==> config.mk <==
export PLATFORM = sky130hd
export DESIGN_NAME = miss_refill_arb_flat
export DESIGN_NICKNAME = d
export VERILOG_FILES = /design/src/rtl/miss_refill_if.sv /design/src/rtl/miss_refill_arb.sv /design/src/flat_wrapper.sv
export SDC_FILE = /design/constraint.sdc
export NUM_CORES = 1
export LEC_CHECK = 0
export CAP_MARGIN = 40
export CORE_MARGIN = 4
export CORE_UTILIZATION = 30
export DETAILED_ROUTE_END_ITERATION = 8
export PLACE_DENSITY_LB_ADDON = 0.08
export SYNTH_ARGS = -nofsm -noshare
export SYNTH_HDL_FRONTEND = slang
export SYNTH_SLANG_ARGS = --single-unit
==> constraint.sdc <==
create_clock -name clk -period 7.2 [get_ports clk]
set_input_delay 1.44 -clock clk [delete_from_list [all_inputs] [get_ports clk]]
set_output_delay 1.44 -clock clk [all_outputs]
set_load 0.05 [all_outputs]
floorplan.png
Pins as bars on the die edge.
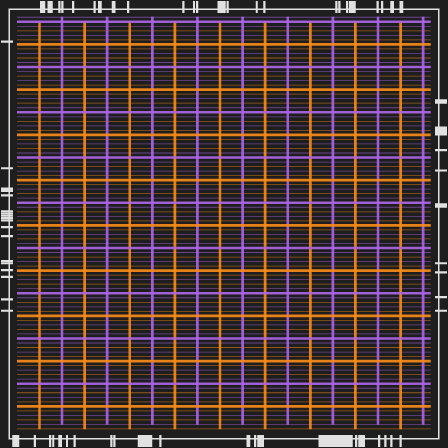
legend:
  purple:
    net: VDD
  orange:
    net: VSS
met4 straps: 18
met1 rails: 92
Die W: 257 µm
Core Area: 61600 µm²

ff_map.png
Other sequential cells in the stronger gray, the rest of the logic in the fainter gray.
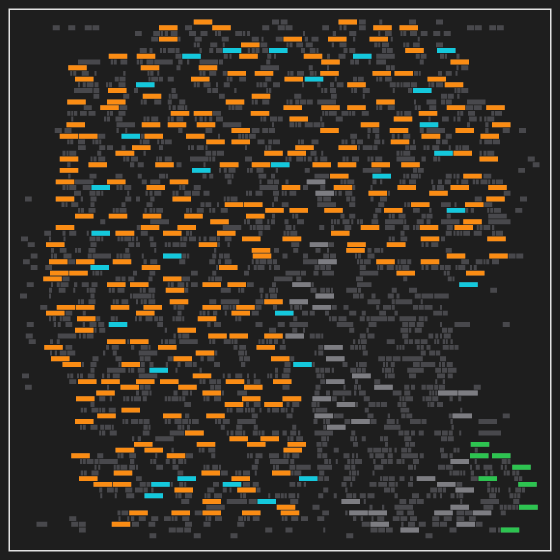
legend:
  orange:
    netlist_name: `u_core.slot_addr_q`
    placed_flops: 240
    where: all over the die
  green:
    netlist_name: `u_core.tmo_q`
    placed_flops: 8
    where: lower right
  cyan:
    netlist_name: `u_core.mem.mem_addr`
    placed_flops: 30
    where: all over the die
not colored: 35
Reg area: 7840 µm²
Seq area share: 35.7%

==> flow_summary.toml <==
# flow metrics
[min_path]
worstHoldPathType = "flop to flop"
min_delay_path_depth = 2

[synthesis]
yosysWarnings = 0
top_cells_by_area = "dfrtp_1 42%, mux2i_1 13%, a21oi_1 6.9%, nor2_1 5.9%, nand4_1 4.3%"
ys.flop_type = "dfrtp_1"
async_flop_share_pct = 100
synth.comb.largest_family = "AND-OR/OR-AND gates"
top_area_cell = "dfrtp_1"
mux_share_pct = 16.5
synth_top_cell_by_count = "dfrtp_1"
synth_adder_area_share_pct = 0.201
aoi_share_pct = 18.5
ys_types = 73
synth_area_um2 = 18600
synth_seq_share_pct = 42.0
ys.flops = 313
xor_share_pct = 0.564
syn_inst = 2079
top_area_share_pct = 41.6
top_cells_by_count = "310 x dfrtp_1, 293 x nor2_1, 257 x a21oi_1"
syn-mean-instance-area_um2 = 8.97
synth-edff-count = 0
synth_simple_gate_area_share_pct = 14.3
yosys.stat.chipArea_um2 = 18600
ys_cells = 2079

[final_timing]
rsz0062_at_grt = "false"
finalHoldViolCount = 0
period_minus_slack_ns = 5.77
slew_violations = 0
setup_violations = 0
slew_headroom_pct = 34.1
fin_skew_ns = 0.0168
hold_slack_ns = 0.487
tightest_slew_ns = 0.989
clock.fmax_mhz = 173
post-route-period-util_pct = 80.2
setup_tns_ns = 0
setup_ws_ns = 1.43

[final_layout]
diodes = 0
largest_class = "multi-input combinational cells"
clockBufferCount = 64
buffer_area_share_pct = 8.17
stdcell_count = 2912
flops = 313
buffers = 178
final_area_um2 = 22000
sh_comb_area_pct = 43.0
clkCellAreaFrac_pct = 6.28
fin_util_pct = 35.6
nets = 2129
syn_to_final_growth_pct = 17.7
n_fill_cell = 6279
largest_reg_flops = 240
comb.multi_input.count = 1390
logic_area_um2 = 9450
inverters = 121

[route]
routedWlPerCell_um = 25.0
wl_met2_um = 34600
firstDrtPassIters = 7
met1_length_um = 33500
avgViaCountPerCell = 5.52
dr_wl_met3_um = 3280
drc = 0
vias = 16100
route.top_layer_used = "met4"
wl_um = 72800
drtIter0Drc = 1376
final_antenna_net_count = 0

[placement]
io_buffers = 125
dp_slack_ns = 0.917
dpl.hpwl_um = 41500
placed_cell_area_um2 = 20600
dpl.cell_count = 2839
gp_congestion = 0.809

[die]
chip_area_um2 = 66200
taps = 837
placementRows = 91
io_pins = 132
fp_util_pct = 30.3

[clock_network]
cts_root_buf = "clkbuf_16"
cts.sinks = 313
ctsHoldBuffers = 0
numCtsBuffers = 41
post_cts_resize_count = 0
cts_tree = "done"
clock_path_buffers = 3
htreeDepth = 2
clk_latency_ns = 0.57
cts_setup_buffers = 0
path_clk_slew_ns = 0.06

[global_routing]
grt_pass1_vias = 16100
antenna_found_initial = 0
grtUsageMet3_pct = 3.28
use_met2_pct = 35.4
overflow = 0
top_usage_layer = "met2"
grt_pass1_wl_um = 109000
grt_max_degree = 154
grt.total_usage_pct = 21.5
grt_use_met1_pct = 29.8

[critical_path]
slowest_stage = "clkdlybuf4s50_1"
path_buffers = 2
crit_path_cell_trace = "clkdlybuf4s50_1 -> nor4bb_1 -> o32ai_1 -> mux4_2 -> o21bai_1 -> a21o_4 -> nand3_2 -> buf_12 -> mux2_2 -> o221ai_1 -> a31oi_1"
cp.depth = 11
r2r_slack_ns = 1.66
worst-setup-path-type = "input port to flop"
max_stage_delay_ns = 0.80
start_kind = "input port"
r2r.worst_path.cells = 11
cp_max_fo = 40
path_delay_family = "AND-OR/OR-AND gates"
arrival_ns = 6.18
end_kind = "flop"
required_ns = 7.61

[flow_run]
warnings = 33
max_cap_viol_count = 0

[status]
status = "finished, final reports clean"
-- placed cells by master (no fill, tap or decap), types with 4 or more instances in the layout --
master	count
nand3_1	8
a21oi_1	257
o311ai_0	5
o21a_1	6
o32a_1	5
o2111ai_1	62
mux2i_1	247
o211ai_1	7
a211oi_1	6
clkbuf_8	11
nand4_1	127
buf_4	43
mux2_2	40
nor3_1	12
clkdlybuf4s50_1	124
clkinv_2	4
a21boi_0	6
a31oi_1	42
xnor2_1	7
o221ai_1	65
o32ai_1	6
buf_12	8
nand2b_1	12
o21ai_0	15
xor2_1	5
mux4_2	6
clkbuf_1	11
o31ai_1	4
or2_2	4
inv_1	120
nor2_1	292
nand2_1	45
clkbuf_16	42
or3_2	8
o22ai_1	4
dfrtp_1	310
nor4_1	8
